--- src/rtl/spi_responder_pkg.sv ---
// Shared types and constants for the SPI responder.
package spi_responder_pkg;

  typedef enum logic [1:0] {
    ST_IDLE  = 2'd0,
    ST_LOAD  = 2'd1,
    ST_SHIFT = 2'd2
  } state_t;

  localparam int RX_FIFO_DEPTH = 4;

  // bit_cnt only needs to reach DATA_W-1 before wrapping on word completion.
  function automatic int bit_cnt_width(input int data_w);
    return (data_w > 1) ? $clog2(data_w) : 1;
  endfunction

endpackage

--- src/rtl/spi_sync_edge.sv ---
// Multi-flop synchronizer with a history flop and registered rise/fall pulses.
module spi_sync_edge #(
  parameter int   STAGES  = 2,
  parameter logic RST_VAL = 1'b0
) (
  input  logic clk_clk,
  input  logic reset_reset_n,
  input  logic din,
  output logic level,
  output logic rise,
  output logic fall
);

  logic [STAGES-1:0] sync_q;
  logic              hist_q;

  always_ff @(posedge clk_clk) begin
    if (!reset_reset_n) begin
      sync_q <= {STAGES{RST_VAL}};
      hist_q <= RST_VAL;
      rise   <= 1'b0;
      fall   <= 1'b0;
    end else begin
      sync_q <= {sync_q[STAGES-2:0], din};
      hist_q <= sync_q[STAGES-1];
      rise   <= sync_q[STAGES-1] & ~hist_q;
      fall   <= ~sync_q[STAGES-1] & hist_q;
    end
  end

  // Level is aligned with the edge pulses, so data sampled on a rise pulse is the value seen at that edge.
  assign level = hist_q;

endmodule

--- src/rtl/spi_responder.sv ---
// SPI mode-0 responder with valid/ready RX/TX streams.
// Optional SPI_RESPONDER_RX_FIFO_EN: 4-entry RX FIFO instead of a single RX register.
//
// state    | meaning
// ST_IDLE  | not selected, MISO tri-stated
// ST_LOAD  | first TX word sits in shift_tx, MISO driven, waiting one cycle
// ST_SHIFT | clocking bits in on SCLK rise and out on SCLK fall
module spi_responder
  import spi_responder_pkg::*;
#(
  parameter int                DATA_W      = 8,
  parameter logic [DATA_W-1:0] IDLE_WORD   = '1,
  parameter int                SYNC_STAGES = 2
) (
  input  logic              clk_clk,
  input  logic              reset_reset_n,
  input  logic              spi_SCLK,
  input  logic              spi_MOSI,
  input  logic              spi_SS_n,
  output logic              spi_MISO,
  output logic              spi_MISO_oe,
  output logic [DATA_W-1:0] rx_data,
  output logic              rx_valid,
  input  logic              rx_ready,
  input  logic [DATA_W-1:0] tx_data,
  input  logic              tx_valid,
  output logic              tx_ready,
  input  logic              status_clear,
  output logic              rx_overflow,
  output logic              tx_underrun
);

  localparam int CNT_W = bit_cnt_width(DATA_W);

  logic sclk_rise, sclk_fall, sclk_level;
  logic mosi_bit, mosi_rise, mosi_fall;
  logic sel_start, sel_end, ss_level;
  logic unused_sync;

  spi_sync_edge #(.STAGES(SYNC_STAGES), .RST_VAL(1'b0)) u_sclk (
    .clk_clk(clk_clk), .reset_reset_n(reset_reset_n), .din(spi_SCLK),
    .level(sclk_level), .rise(sclk_rise), .fall(sclk_fall)
  );

  spi_sync_edge #(.STAGES(SYNC_STAGES), .RST_VAL(1'b0)) u_mosi (
    .clk_clk(clk_clk), .reset_reset_n(reset_reset_n), .din(spi_MOSI),
    .level(mosi_bit), .rise(mosi_rise), .fall(mosi_fall)
  );

  spi_sync_edge #(.STAGES(SYNC_STAGES), .RST_VAL(1'b1)) u_ss (
    .clk_clk(clk_clk), .reset_reset_n(reset_reset_n), .din(spi_SS_n),
    .level(ss_level), .rise(sel_end), .fall(sel_start)
  );

  assign unused_sync = sclk_level ^ mosi_rise ^ mosi_fall ^ ss_level;

  state_t state_q, state_d;
  logic   miso_oe;

  always_ff @(posedge clk_clk) begin
    if (!reset_reset_n) state_q <= ST_IDLE;
    else                state_q <= state_d;
  end

  always_comb begin
    state_d = state_q;
    miso_oe = 1'b0;
    case (state_q)
      ST_IDLE:  if (sel_start) state_d = ST_LOAD;
      ST_LOAD:  begin
        miso_oe = 1'b1;
        state_d = ST_SHIFT;
      end
      ST_SHIFT: miso_oe = 1'b1;
      default:  state_d = ST_IDLE;
    endcase
    if (sel_end) state_d = ST_IDLE;
  end

  logic [DATA_W-1:0] shift_tx_q, shift_rx_q, hold_q, tx_word, rx_word;
  logic [CNT_W-1:0]  bit_cnt_q;
  logic              load_pend_q, hold_full_q, underrun_q, overflow_q;
  logic              in_shift, rx_shift, word_done, load_first, load_next;
  logic              tx_load, tx_shift, rx_push, rx_pop, ovf_set;

  // The first word is loaded on the cycle sel_start is seen so MISO is valid as LOAD begins.
  assign load_first = (state_q == ST_IDLE) && sel_start;
  assign in_shift   = (state_q == ST_SHIFT) && !sel_end;
  assign rx_shift   = in_shift && sclk_rise;
  assign word_done  = rx_shift && (bit_cnt_q == CNT_W'(DATA_W - 1));
  assign load_next  = in_shift && sclk_fall && load_pend_q;
  assign tx_load    = load_first || load_next;
  assign tx_shift   = in_shift && sclk_fall && (bit_cnt_q != '0);
  assign tx_word    = hold_full_q ? hold_q : IDLE_WORD;
  assign rx_word    = {shift_rx_q[DATA_W-2:0], mosi_bit};
  assign ovf_set    = word_done && !rx_push;

  always_ff @(posedge clk_clk) begin
    if (!reset_reset_n) begin
      shift_tx_q  <= IDLE_WORD;
      shift_rx_q  <= '0;
      bit_cnt_q   <= '0;
      load_pend_q <= 1'b0;
      hold_q      <= '0;
      hold_full_q <= 1'b0;
      underrun_q  <= 1'b0;
      overflow_q  <= 1'b0;
    end else begin
      if (tx_load)       shift_tx_q <= tx_word;
      else if (tx_shift) shift_tx_q <= {shift_tx_q[DATA_W-2:0], 1'b0};

      if (load_first)    bit_cnt_q <= '0;
      else if (rx_shift) bit_cnt_q <= word_done ? '0 : bit_cnt_q + CNT_W'(1);

      if (rx_shift) shift_rx_q <= rx_word;

      if (word_done) load_pend_q <= 1'b1;
      else if (tx_load || !in_shift) load_pend_q <= 1'b0;

      // A handshake only happens while empty, so a same-cycle load drains nothing the new word needs.
      if (tx_valid && !hold_full_q) begin
        hold_q      <= tx_data;
        hold_full_q <= 1'b1;
      end else if (tx_load) begin
        hold_full_q <= 1'b0;
      end

      if (tx_load && !hold_full_q) underrun_q <= 1'b1;
      else if (status_clear)       underrun_q <= 1'b0;

      if (ovf_set)           overflow_q <= 1'b1;
      else if (status_clear) overflow_q <= 1'b0;
    end
  end

`ifdef SPI_RESPONDER_RX_FIFO_EN
  localparam int PTR_W  = $clog2(RX_FIFO_DEPTH);
  localparam int FCNT_W = PTR_W + 1;

  logic [DATA_W-1:0] fifo_mem [RX_FIFO_DEPTH];
  logic [PTR_W-1:0]  wr_ptr_q, rd_ptr_q;
  logic [FCNT_W-1:0] fifo_cnt_q;

  assign rx_pop  = (fifo_cnt_q != '0) && rx_ready;
  assign rx_push = word_done && ((fifo_cnt_q != FCNT_W'(RX_FIFO_DEPTH)) || rx_pop);

  always_ff @(posedge clk_clk) begin
    if (!reset_reset_n) begin
      for (int i = 0; i < RX_FIFO_DEPTH; i++) fifo_mem[i] <= '0;
      wr_ptr_q   <= '0;
      rd_ptr_q   <= '0;
      fifo_cnt_q <= '0;
    end else begin
      if (rx_push) begin
        fifo_mem[wr_ptr_q] <= rx_word;
        wr_ptr_q           <= wr_ptr_q + PTR_W'(1);
      end
      if (rx_pop) rd_ptr_q <= rd_ptr_q + PTR_W'(1);
      case ({rx_push, rx_pop})
        2'b10:   fifo_cnt_q <= fifo_cnt_q + FCNT_W'(1);
        2'b01:   fifo_cnt_q <= fifo_cnt_q - FCNT_W'(1);
        default: fifo_cnt_q <= fifo_cnt_q;
      endcase
    end
  end

  assign rx_valid = (fifo_cnt_q != '0);
  assign rx_data  = fifo_mem[rd_ptr_q];
`else
  logic [DATA_W-1:0] rx_data_q;
  logic              rx_valid_q;

  assign rx_pop  = rx_valid_q && rx_ready;
  assign rx_push = word_done && (!rx_valid_q || rx_ready);

  always_ff @(posedge clk_clk) begin
    if (!reset_reset_n) begin
      rx_data_q  <= '0;
      rx_valid_q <= 1'b0;
    end else if (rx_push) begin
      rx_data_q  <= rx_word;
      rx_valid_q <= 1'b1;
    end else if (rx_pop) begin
      rx_valid_q <= 1'b0;
    end
  end

  assign rx_valid = rx_valid_q;
  assign rx_data  = rx_data_q;
`endif

  assign spi_MISO    = shift_tx_q[DATA_W-1];
  assign spi_MISO_oe = miso_oe;
  assign tx_ready    = !hold_full_q;
  assign rx_overflow = overflow_q;
  assign tx_underrun = underrun_q;

endmodule

--- config.mk ---
export PLATFORM = sky130hd
export DESIGN_NAME = spi_responder
export DESIGN_NICKNAME = d
export VERILOG_FILES = /design/src/rtl/spi_responder_pkg.sv /design/src/rtl/spi_sync_edge.sv /design/src/rtl/spi_responder.sv
export SDC_FILE = /design/constraint.sdc
export NUM_CORES = 1
export LEC_CHECK = 0
export CORE_ASPECT_RATIO = 0.75
export CORE_UTILIZATION = 34
export CTS_CLUSTER_SIZE = 20
export DETAILED_ROUTE_END_ITERATION = 8
export GPL_TIMING_DRIVEN = 0
export PLACE_DENSITY = 0.53
export SLEW_MARGIN = 20
export SYNTH_ARGS = -nofsm -noshare
export SYNTH_HDL_FRONTEND = slang
export SYNTH_SLANG_ARGS = --single-unit
export TNS_END_PERCENT = 1
--- constraint.sdc ---
create_clock -name clk_clk -period 2.04 [get_ports clk_clk]
set_input_delay 0.306 -clock clk_clk [delete_from_list [all_inputs] [get_ports clk_clk]]
set_output_delay 0.306 -clock clk_clk [all_outputs]
set_load 0.05 [all_outputs]
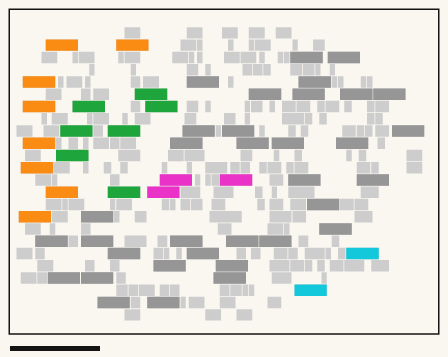
**Above:** run 1 (sequential cells coloured by netlist name).
The bar under the picture is 20 µm long. Other sequential cells in the stronger grey, the rest of the logic in the fainter grey.
- rx_data: orange (placed flops 8)
- bit_cnt_q: magenta (placed flops 3)
- shift_rx_q: green (placed flops 7)
- state_q: cyan (placed flops 2)
share of the core filled with cells: 44.3%
Sequential Area: 0.00108 mm²
fraction of area in registers: 40.4%

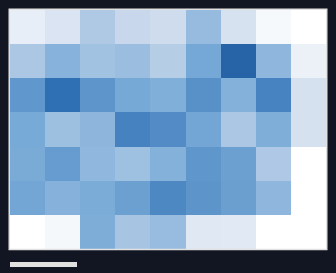
**Above:** run 1 (cell area per tile).
The bar under the picture is 20 µm long. 9 x 7 tiles, from white (low) to dark blue (high), 0 to 100% covered.
- emptiest ninth of the die: bottom right
- fullest tile: 79%
- mean over tiles: 38%
- tiles over 75% full: 1.6%
core area: 0.00604 mm²
Initial Util: 36.5%

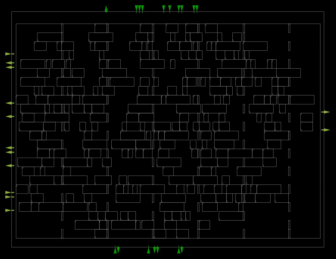
**Above:** run 1 (placed standard cells).
# Taps: 78
non-filler cells, final: 342
# rows: 24
sequential cells: 54
Filler cells: 601

[run 1: layout by cell type, fill, tap and decap left out, types with 2 or more instances in the layout]
cell type        netlist  final
nor2_1                 2      2
o21ai_0                9      9
nor2b_1               13     13
a21boi_1              10     10
a21oi_1                5      5
clkdlybuf4s50_1        0     28
nand4b_1               2      2
buf_4                  2      2
clkbuf_8               0      5
or3b_1                 3      3
and2_1                 7      7
nand2_1               36     36
nand3_1                9      9
mux2i_1               16     16
buf_6                  2      2
ha_1                   7      7
nand2b_1               7      7
dfxtp_1               54     54
inv_1                 14     14
clkbuf_1               3      4
a32oi_1                8      8
buf_2                  4      4
and3b_1                2      2
[run 1: what timing repair did]
item / 4_1_cts / 5_1_grt
hold buffers: 0 / 0
endpoints found under the setup margin: 1 / 0
resized: 1 / 0
==> results.ini, run 1 <==
[outcome]
outcome=completed

[global_routing]
antenna_found_initial=0
grt_pass1_wl_um=6830
busiest_layer=met1
grt_max_degree=17

[critical_path]
worstRegToRegCells=6
cp-end-kind=output pin
slowest_stage=clkdlybuf4s50_1
startpoint=hold_full_q
crit_cells=2
reg2reg_setup_slack_ps=420
path_cells=inv_1, clkdlybuf4s50_1
max_stage_delay_ps=800

[synthesis]
simple_gate_area_share_pct=21.4
common_cells=54 x dfxtp_1, 36 x nand2_1, 16 x mux2i_1
synth_cells=227
synth-edff-count=0
synth-compound-area-share_pct=12.8
mux_share_pct=7.27
top_cells_by_area=dfxtp_1 49%, mux2i_1 7.3%, nand2_1 6.1%, ha_1 4.0%, nor2b_1 3.7%
postSynthAreaPerCell_um2=9.71
xor_share_pct=0
ys_cells=227

[finish]
clockNetworkAreaShare_pct=3.23
nonClockInverterCount=14
n_antenna_cell=0
final_cell_area_mm2=0.00268
syn_to_final_growth_pct=21.5
dominant_cells=registers

[routing]
drt-met1-wl_um=2320
wl_um=4170
top_layer=met4

[placement]
gp_congestion=0.710
place_area_mm2=0.00259

[timing]
slew_headroom_pct=66.3
hold_viol=0
final-setup-viol-count=0
drv_slew=0
period_used_pct=92.6

[power]
switching_power_mw=0.500
power.share.clock_pct=30.5
leakage_nw=1.05
power.group.top=registers
power_clock_mw=0.589
p_total_mw=1.93
seq_power_mw=1.11

[clocking]
htreeDepth=2
cts_tree=done
root_buffer=clkbuf_8

[flow_run]
cap_violations=0

[die]
die_h_um=71.7
dieArea_mm2=0.00681

==> run 2: changes to the inputs <==
--- a/config.mk
+++ b/config.mk
@@ -7,6 +7,7 @@
 export LEC_CHECK = 0
 export CORE_ASPECT_RATIO = 0.75
 export CORE_UTILIZATION = 34
+export CTS_CLUSTER_DIAMETER = 60
 export CTS_CLUSTER_SIZE = 20
 export DETAILED_ROUTE_END_ITERATION = 8
 export GPL_TIMING_DRIVEN = 0
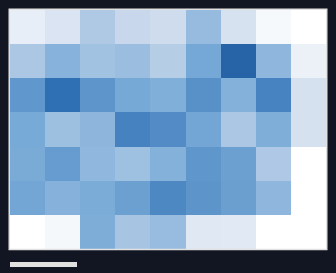
**Above:** run 2 (cell area per tile).
The bar under the picture is 20 µm long. 9 x 7 tiles, from white (low) to dark blue (high), 0 to 100% covered.
- fullest tile: 79%
- mean over tiles: 38%
- tiles over 75% full: 1.6%
- nearly empty tiles: 9.5%

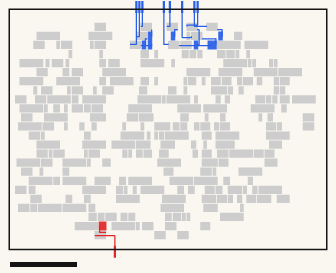
**Above:** run 2 (I/O nets highlighted).
The bar under the picture is 20 µm long.
- tx_data: blue (direction input; edge top; end cells 8; buffers 8; wire 106 µm)
- rx_ready: red (direction input; edge bottom; end cells 1; buffers 1; wire 13.4 µm)
I/O pin count: 30
number of I/O port buffers: 29

==> run 2 against run 1 <==
Via count unchanged; sequential share of layout area unchanged; die size unchanged; core utilization unchanged; combinational power about the same; critical path depth unchanged; clock-buffer cell count unchanged; critical endpoint unchanged; largest cell class unchanged.
==> results.ini, run 2 <==
[finish]
n_antenna_cell=0
final_cell_area_mm2=0.00268
final_cell_mix=54 x dfxtp_1, 36 x nand2_1, 28 x clkdlybuf4s50_1, 16 x mux2i_1, 14 x inv_1
final_util_pct=44.3
syn_to_final_growth_pct=21.5
layout_top_cell=dfxtp_1
final-instance-count-excl-fill=342
finalNetCount=286

[power]
leakage_nw=1.05
p_total_mw=1.93

[timing]
drv_slew=0
final-setup-viol-count=0
hold_viol=0
timing.hold.ws_ps=414
slew_headroom_pct=66.3

[die]
fp-utilization_pct=36.5
core-area_mm2=0.00604
placementRows=24
dieArea_mm2=0.00681

[critical_path]
path_cells=inv_1, clkdlybuf4s50_1
slowest_stage=clkdlybuf4s50_1
startpoint=hold_full_q
crit_cells=2
worstRegToRegCells=6
reg2reg_setup_slack_ps=420
cp-end-kind=output pin
max_stage_delay_ps=800

[global_routing]
busiest_layer=met1
grt-ovfl-total=0
grt_max_degree=17
globalRouteMet1Util_pct=20.3
antenna_found_initial=0
grt_pass1_wl_um=6830

[routing]
dr.first_iter.drc_count=76
wl_um=4170
drt-met1-wl_um=2320

[clocking]
htreeDepth=2
cts_tree=done
post_cts_resized=1
holdBufCountCts=0

[placement]
place_area_mm2=0.00259
gp_congestion=0.710

[synthesis]
top_cells_by_area=dfxtp_1 49%, mux2i_1 7.3%, nand2_1 6.1%, ha_1 4.0%, nor2b_1 3.7%
synth-edff-count=0
ys_cells=227
synth_cells=227
common_cells=54 x dfxtp_1, 36 x nand2_1, 16 x mux2i_1
postSynthAreaPerCell_um2=9.71
ys_warn_count=0
yosys.cell_types.count=33

[min_path]
hp-class=reg2reg

[flow_run]
cap_violations=0

[outcome]
outcome=completed

run 2: kinds of logic after synthesis:
logic type	after synthesis	synth area share (%)
AND/OR/NAND/NOR	86	21.4
multiplexers	16	7.27
flip-flops	54	49.1
buffers and inverters	25	5.51
adder cells (fa/ha/maj)	7	3.97
AND-OR/OR-AND	39	12.8
run 2: cell type report:
| class | count | area (µm²) |
|---|---|---|
| tap | 78 | 97.6 |
| multi-input combinational | 148 | 1000 |
| buffer | 11 | 68.8 |
| clock inverter | 2 | 13.8 |
| fill | 601 | 3360 |
| clock buffer | 6 | 72.6 |
| inverter | 14 | 52.6 |
| sequential | 54 | 1080 |
| timing repair buffer | 29 | 289 |
run 2: power by group:
part           leakage, nW  internal (mW)  switching, mW
logic                0.568          0.100          0.135
clock network       0.0452          0.243          0.346
registers            0.439           1.09         0.0194
No activity file was given, so power comes from the tool's default toggle rates.
